==> config.mk <==
export PLATFORM = sky130hd
export DESIGN_NAME = fetch_unit
export DESIGN_NICKNAME = d
export VERILOG_FILES = /design/src/rtl/fetch_pkg.sv /design/src/rtl/next_pc_sel.sv /design/src/rtl/fetch_unit.sv
export SDC_FILE = /design/constraint.sdc
export NUM_CORES = 1
export LEC_CHECK = 0
export CAP_MARGIN = 20
export CORE_UTILIZATION = 40
export DETAILED_ROUTE_END_ITERATION = 7
export PLACE_DENSITY = 0.76
export SLEW_MARGIN = 5
export SYNTH_ARGS = -nofsm -noshare
export SYNTH_HDL_FRONTEND = slang
export SYNTH_SLANG_ARGS = --single-unit
==> constraint.sdc <==
create_clock -name clk -period 2.1 [get_ports clk]
set_input_delay 0.42 -clock clk [delete_from_list [all_inputs] [get_ports clk]]
set_output_delay 0.42 -clock clk [all_outputs]
set_load 0.02 [all_outputs]
==> src/rtl/fetch_pkg.sv <==
// Shared types and constants for the instruction-fetch stage.
package fetch_pkg;

  // FETCH: request outstanding at PC; HOLD: word parked while stalled;
  // DROP: waiting to swallow the ack of a wrong-path request.
  typedef enum logic [1:0] {
    FETCH = 2'd0,
    HOLD  = 2'd1,
    DROP  = 2'd2
  } state_e;

  localparam logic [31:0] NOP_INSTR = 32'h0000_0000;
  localparam logic [31:0] PC_INCR   = 32'd4;

  // Instruction memory is word addressed; low two bits never leave the block.
  function automatic logic [31:0] word_align(input logic [31:0] addr);
    return {addr[31:2], 2'b00};
  endfunction

endpackage

==> src/rtl/next_pc_sel.sv <==
// Next-PC priority mux: branch > jump > sequential PC+4 > hold.
module next_pc_sel
  import fetch_pkg::*;
(
  input  logic [31:0] pc,
  input  logic [31:0] pc_plus4,
  input  logic        advance,
  input  logic        pc_src,
  input  logic [31:0] branch_target,
  input  logic        jump,
  input  logic [31:0] jump_target,
  output logic [31:0] next_pc,
  output logic        redirect
);

  // Select the next PC; a taken branch overrides a simultaneous jump.
  always_comb begin
    // NOTE: every output gets a default first so no path leaves it unassigned,
    // which would otherwise infer a latch.
    next_pc  = pc;
    redirect = 1'b0;
    if (pc_src) begin
      next_pc  = branch_target;
      redirect = 1'b1;
    end else if (jump) begin
      next_pc  = jump_target;
      redirect = 1'b1;
    end else if (advance) begin
      next_pc = pc_plus4;
    end
  end

endmodule

==> src/rtl/fetch_unit.sv <==
// Instruction-fetch stage: owns the PC, issues one-outstanding fetches to a
// variable-latency instruction memory, parks a word in a skid register while
// stalled, and discards wrong-path data after a branch/jump redirect.
// Optional build macro FETCH_PERF_EN adds fetch and stall counters.
module fetch_unit
  import fetch_pkg::*;
#(
  parameter logic [31:0] RESET_PC = 32'h0000_0000
) (
  input  logic        clk,
  input  logic        rst_n,
  input  logic        inPCWrite,
  input  logic        inPCSrc,
  input  logic [31:0] inBranchTarget,
  input  logic        inJump,
  input  logic [31:0] inJumpTarget,
  output logic        outImemReq,
  output logic [31:0] outImemAddr,
  input  logic        inImemAck,
  input  logic [31:0] inImemData,
  output logic [31:0] outPc,
  output logic [31:0] outInstruction,
  output logic        outValid,
  output logic        outIF_Flush
`ifdef FETCH_PERF_EN
  ,
  output logic [31:0] outFetchCount,
  output logic [31:0] outStallCount
`endif
);

  state_e      state_q, state_d;
  logic [31:0] pc_q, pc_plus4, next_pc;
  logic [31:0] skid_q, instr_q, out_pc_q;
  logic        started_q, valid_q;
  logic        ack, outstanding, advance, redirect;
  logic        present_mem, present_skid, capture_skid, clear_out;

  assign pc_plus4    = pc_q + PC_INCR;
  // No request in the first cycle out of reset, so a stale ack from a
  // request issued before reset can never be mistaken for ours.
  assign outImemReq  = started_q && (state_q == FETCH);
  assign outImemAddr = word_align(pc_q);
  // An ack only means something while a request is in flight.
  assign ack         = inImemAck && started_q && (state_q != HOLD);
  assign outstanding = outImemReq || (state_q == DROP);
  assign advance     = inPCWrite && (((state_q == FETCH) && ack) || (state_q == HOLD));
  assign outIF_Flush = redirect && rst_n;

  next_pc_sel u_next_pc_sel (
    .pc            (pc_q),
    .pc_plus4      (pc_plus4),
    .advance       (advance),
    .pc_src        (inPCSrc),
    .branch_target (inBranchTarget),
    .jump          (inJump),
    .jump_target   (inJumpTarget),
    .next_pc       (next_pc),
    .redirect      (redirect)
  );

  // Next-state and datapath control; a redirect overrides every state.
  always_comb begin
    state_d      = state_q;
    present_mem  = 1'b0;
    present_skid = 1'b0;
    capture_skid = 1'b0;
    clear_out    = 1'b0;
    if (redirect) begin
      clear_out = 1'b1;
      state_d   = (outstanding && !ack) ? DROP : FETCH;
    end else begin
      case (state_q)
        FETCH: begin
          if (!ack) begin
            clear_out = 1'b1;
          end else if (inPCWrite) begin
            present_mem = 1'b1;
          end else begin
            capture_skid = 1'b1;
            state_d      = HOLD;
          end
        end
        HOLD: begin
          if (inPCWrite) begin
            present_skid = 1'b1;
            state_d      = FETCH;
          end
        end
        DROP: begin
          clear_out = 1'b1;
          if (ack) state_d = FETCH;
        end
        default: state_d = FETCH;
      endcase
    end
  end

  // State, PC and the post-reset start flag.
  always_ff @(posedge clk or negedge rst_n) begin
    if (!rst_n) begin
      state_q   <= FETCH;
      pc_q      <= RESET_PC;
      started_q <= 1'b0;
    end else begin
      // NOTE: non-blocking assignments so every register samples the
      // pre-edge values, independent of statement order.
      state_q   <= state_d;
      pc_q      <= next_pc;
      started_q <= 1'b1;
    end
  end

  // Skid register: parks the word that arrived while the pipe was stalled.
  always_ff @(posedge clk or negedge rst_n) begin
    if (!rst_n) begin
      skid_q <= NOP_INSTR;
    end else if (redirect) begin
      skid_q <= NOP_INSTR;
    end else if (capture_skid) begin
      skid_q <= inImemData;
    end
  end

  // Registered outputs toward the IF/ID latch.
  always_ff @(posedge clk or negedge rst_n) begin
    if (!rst_n) begin
      valid_q  <= 1'b0;
      instr_q  <= NOP_INSTR;
      out_pc_q <= '0;
    end else if (clear_out) begin
      valid_q <= 1'b0;
      instr_q <= NOP_INSTR;
    end else if (present_mem) begin
      valid_q  <= 1'b1;
      instr_q  <= inImemData;
      out_pc_q <= pc_plus4;
    end else if (present_skid) begin
      valid_q  <= 1'b1;
      instr_q  <= skid_q;
      out_pc_q <= pc_plus4;
    end
  end

  assign outValid       = valid_q;
  assign outInstruction = instr_q;
  assign outPc          = out_pc_q;

`ifdef FETCH_PERF_EN
  logic [31:0] fetch_cnt_q, stall_cnt_q;

  // Free-running wrap-around counters of presented words and stall cycles.
  always_ff @(posedge clk or negedge rst_n) begin
    if (!rst_n) begin
      fetch_cnt_q <= '0;
      stall_cnt_q <= '0;
    end else begin
      if (present_mem || present_skid) fetch_cnt_q <= fetch_cnt_q + 32'd1;
      if (!inPCWrite)                  stall_cnt_q <= stall_cnt_q + 32'd1;
    end
  end

  assign outFetchCount = fetch_cnt_q;
  assign outStallCount = stall_cnt_q;
`endif

endmodule

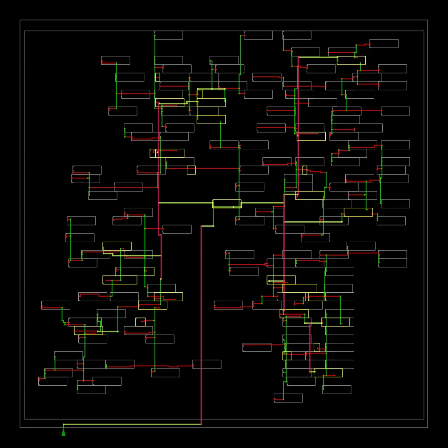
(run_1/final_clocks.png)
clock buffer count from CTS: 17
Clock group: 2.84 mW

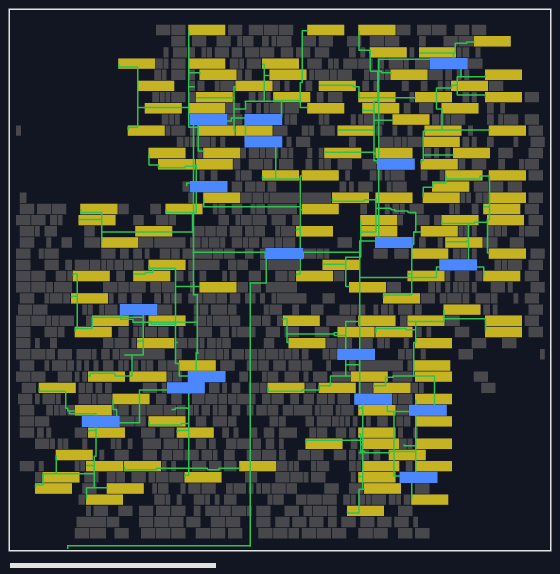
(run_1/clock_map.png)
Bar = 50 um.
- yellow: flip-flops (count 132)
- blue: cells driving clock nets (count 17)
- green: clock wires (length 1700 um)
- routed clock nets: 18
worst-case clock skew: 5.21 ps
Clock Power Share: 36.9%
Skew-Pair Late Insertion Delay: 420 ps

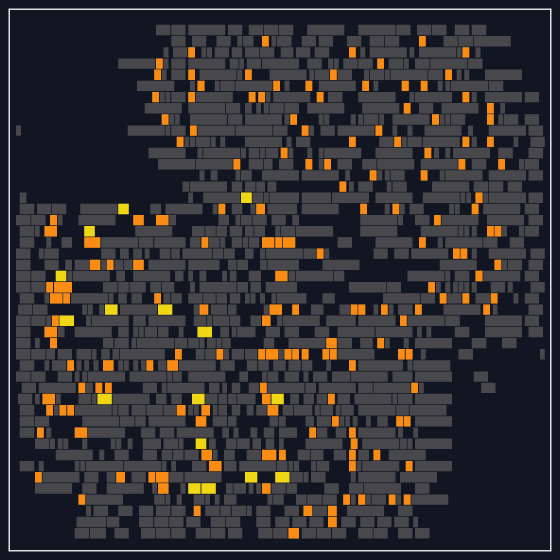
(run_1/gate_families.png)
- yellow: AND-OR and OR-AND gates (cells 16; most used a21o_1)
- orange: inverting AOI/OAI gates (cells 163; most used o21ai_0; where all over the die)

## run 1: per-stage QoR
step,utilization (%),total power [mW]
after CTS,61.7,7.74
after detailed placement,58.2,4.89
final,61.7,7.70
after global routing,61.7,8.02
after floorplan,-,3.81
after global placement,58.2,4.87
## run 1: logic make-up (layout without fill, tap and decap cells)
group | Yosys count | in the layout | synth area share [%]
xor+xnor | 29 | 29 | 3.80
simple gates | 288 | 288 | 20.0
other cells | 2 | 3 | 0.112
buf+inv | 65 | 314 | 3.96
mux | 44 | 44 | 6.62
flops | 132 | 132 | 49.4
compound gates | 179 | 179 | 15.9
fa+ha+maj | 1 | 1 | 0.187
==> writeup.txt, run 1 <==
The total of fill cells in the finished design came out at 1368. After synthesis, the largest area contributor takes up 49.4% of total cell area. The count of library flops with an enable pin works out to 0.

The tool warning count came out at 28. For the finished layout, the period the worst path requires is 2050 ps. The count of port buffers added during placement was 198; the multi-input combinational gate total was 544. For the routed length on met2, the log shows 9720 um. The DRC violations left is 0.

The routed wirelength normalized by instance count is 17.3 um, and the max-slew violation count is 0. The fraction of area in multi-input gates came out at 31.6%. Launching point of the worst reg2reg path: pc_q[6]$_DFFE_PN0P_. TritonCTS built the clock tree.

Registers take 0.00330 mm^2. For reference, the final report shows the hold violation count at 0. The capture instance of the worst register-to-register path is pc_q[21]$_DFFE_PN0P_.

The total cell area reported by yosys after synthesis was 0.00669 mm^2. Leading cell type in the layout, fill and taps excluded: clkdlybuf4s50_1. In the final design, more cell area goes to flip-flops and latches than to any other class. The flow ran to the end, and the final reports show no timing, DRC or antenna violations. The run gives 1082 for the net count of the finished layout. The die is 131 um wide. With the cell depth of the worst flop-to-flop path at 6, the last weighted congestion value of the routability-driven placer is 0.940.

The worst hold slack is 77.2 ps, and the sequential element share of the synthesized area is 49.4%. The run gives 3 for the critical-path maximum fanout. The cell type that accounts for the most area after synthesis is dfrtp_1. Sequential cells make up 33.2% of the cell area. Per the Yosys statistics, synthesis produced 740 cells. The switching power of the nets came out at 2.24 mW.

The power report lists cell-internal power as 5.46 mW. Per STA, the worst path accumulates the most delay in the family buffers and inverters. The post-synthesis cell type with the largest instance count is nand2_1. Critical path launch point type: a register. The flow reports that combinational logic draws 24.3% of the design power.

Walking the worst path, the cells encountered are buf_4, clkdlybuf4s50_1. The layout-stage area growth over the synthesis result came out at 48.5%. The iteration-0 DRC count of the detailed router was 534; the number of rows created at floorplan was 46. The setup path with the least slack is of type reg2out.

The STA report counts the stages on the worst setup path as 2. The number of sinks driven by the clock tree is 132, and the iteration tally of the first detailed-router pass is 5. The busiest layer in global routing was met2. In the per-layer summary, the met1 wirelength comes to 9190 um. The floorplan report lists the tap cell count as 216. In this run, post-CTS hold repair placed 0 buffers. The least setup slack across all paths after layout was 53.5 ps. The run gives 0 for the number of buffers inserted by post-CTS setup repair. The number of warnings reported in the yosys synthesis log was 0; the footprint of the multi-input gates was 0.00314 mm^2.

The worst-case reg-to-reg setup slack stands at 60 ps. The report counts max-capacitance violations totalling 0. The leakage power in the latest report is 4.42 nW. In this run, placement finished with an instance count of 1176.

The power dissipated in combinational cells is 1.87 mW. Setup repair after global routing left no endpoint under its margin. CTS reports a maximum clock tree buffer depth of 2. The root buffer cell chosen for the clock tree is clkbuf_16. Signal nets in the final route climb as high as met4.
## Run 2: what changed since run 1
- ABC_AREA: not set -> 1
- CORE_UTILIZATION: 40 -> 35
- PLACE_DENSITY: 0.76 -> 0.68
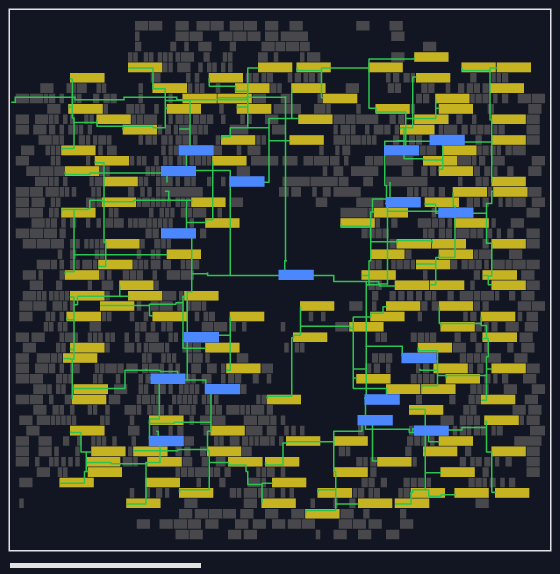
(run_2/clock_map.png)
Bar = 50 um.
- blue: cells driving clock nets (count 17)
- green: clock wires (length 1890 um)
- yellow: flip-flops (count 132)
- flops lie: all over the die

==> run 2 against run 1 <==
  * Via count up 5.8%
  * Largest power group unchanged
  * Setup slack better by 65 ps
  * Non-clock buffer count down 36
  * Critical path type unchanged
  * Count of clock-buffer cells in the layout up 1
  * Synthesized cell count up 24%
  * Sequential power up 2%
==> writeup.txt, run 2 <==
The main logic family after synthesis is simple AND/OR/NAND/NOR gates. The adder and majority gate portion of the synthesized area was 0.184%; the net count of the finished layout was 1223. The critical-path maximum fanout works out to 5.

Summed over all instances, the cell type with the most area after synthesis is dfrtp_1. The number of cells on the critical path was 4; the number of buffers added by the clock tree synthesis step was 17. The run gives 1980 ps for the post-route minimum period. The highest metal layer carrying signal wires in the routed design is met4. STA classifies the critical path startpoint as a register. The warning tally printed by Yosys for this design is 0. Per the synthesis report, the AND-OR/OR-AND share of the synthesized area is 12.6%. The logs give 0 for the DRC violations left and 0.00681 mm^2 for the total cell area reported by yosys after synthesis. The initialized floorplan defines 50 standard-cell rows. On the critical path the largest part of the delay comes from buffers and inverters.

The share of the Yosys chip area taken by registers is 48.5%. The power report puts the leakage power at 4.52 nW. The tree is rooted in a clkbuf_16.

Setup repair after global routing left no endpoint under its margin. In the post-route analysis, the smallest setup slack over all paths is 119 ps. Per STA, the worst path is made up of nor2_1, inv_1, nor2_1, dlygate4sd2_1. The synthesized design contains 0 enable-type register cells.

Cell depth of the worst flop-to-flop path: 10. The design draws 7.85 mW. TritonRoute output was used to compute an average wire per cell of 15.3 um.

The top cell type's share of synthesized area is 48.5%. The floorplan step set the die width to 142 um. The layer flagged by global routing as most heavily used is met2. Of the total synthesized cell area, the portion taken by AND, OR, NAND and NOR gates is 30.1%. Setup slack on the worst reg-to-reg path comes out at 190 ps. The cell internal power dissipation is 5.49 mW. With the last weighted congestion value of the routability-driven placer at 0.898, the core utilization of the finished layout is 52.3%. The clock network burns 36.9% of the power. The tools report the launching point of the worst reg2reg path as pc_q[2]$_DFFE_PN0P_. The routed wirelength on the met1 layer is recorded as 9310 um.

The run gives 0 as the number of buffers inserted by post-CTS setup repair. The capture point of the worst register-to-register path is recorded as pc_q[30]$_DFFE_PN0P_. The run finished with clean final reports. Per the run report, area growth between synthesis and finish was 45.2%. Pins over their slew limit in the final report were tallied at 0.
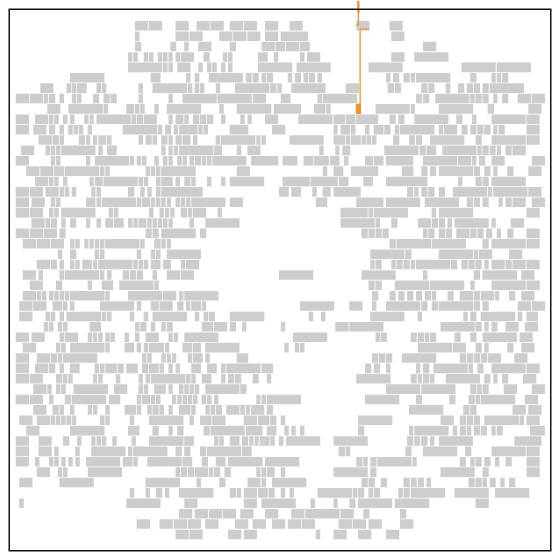
(run_2/port_nets.png)
- orange: `inImemAck` (direction input; edge top; end cells 1; buffers 1; wire 27.1 um)

==> run 2: netlist changes by cell type after synthesis, moves of 10 or more <==
cell,change
o21ai_1,+27
inv_1,+45
a21oi_1,+10
clkbuf_1,-15
nand3_1,+82
mux2i_1,-42
buf_2,+13
nand2_1,+98
xnor2_1,-20
o21ai_0,-22
nor2_1,+62
==> run 2: area by class of cell <==
| class | instances | area, um^2 |
|---|---|---|
| Antenna cell | 1 | 2.50 |
| Clock buffer | 22 | 464 |
| Clock inverter | 10 | 106 |
| Fill cell | 1794 | 9000 |
| Inverter | 61 | 229 |
| Multi-Input combinational cell | 671 | 3070 |
| Sequential cell | 132 | 3300 |
| Tap cell | 260 | 325 |
| Timing Repair Buffer | 237 | 2390 |
Power and IR drop assume default switching activity.
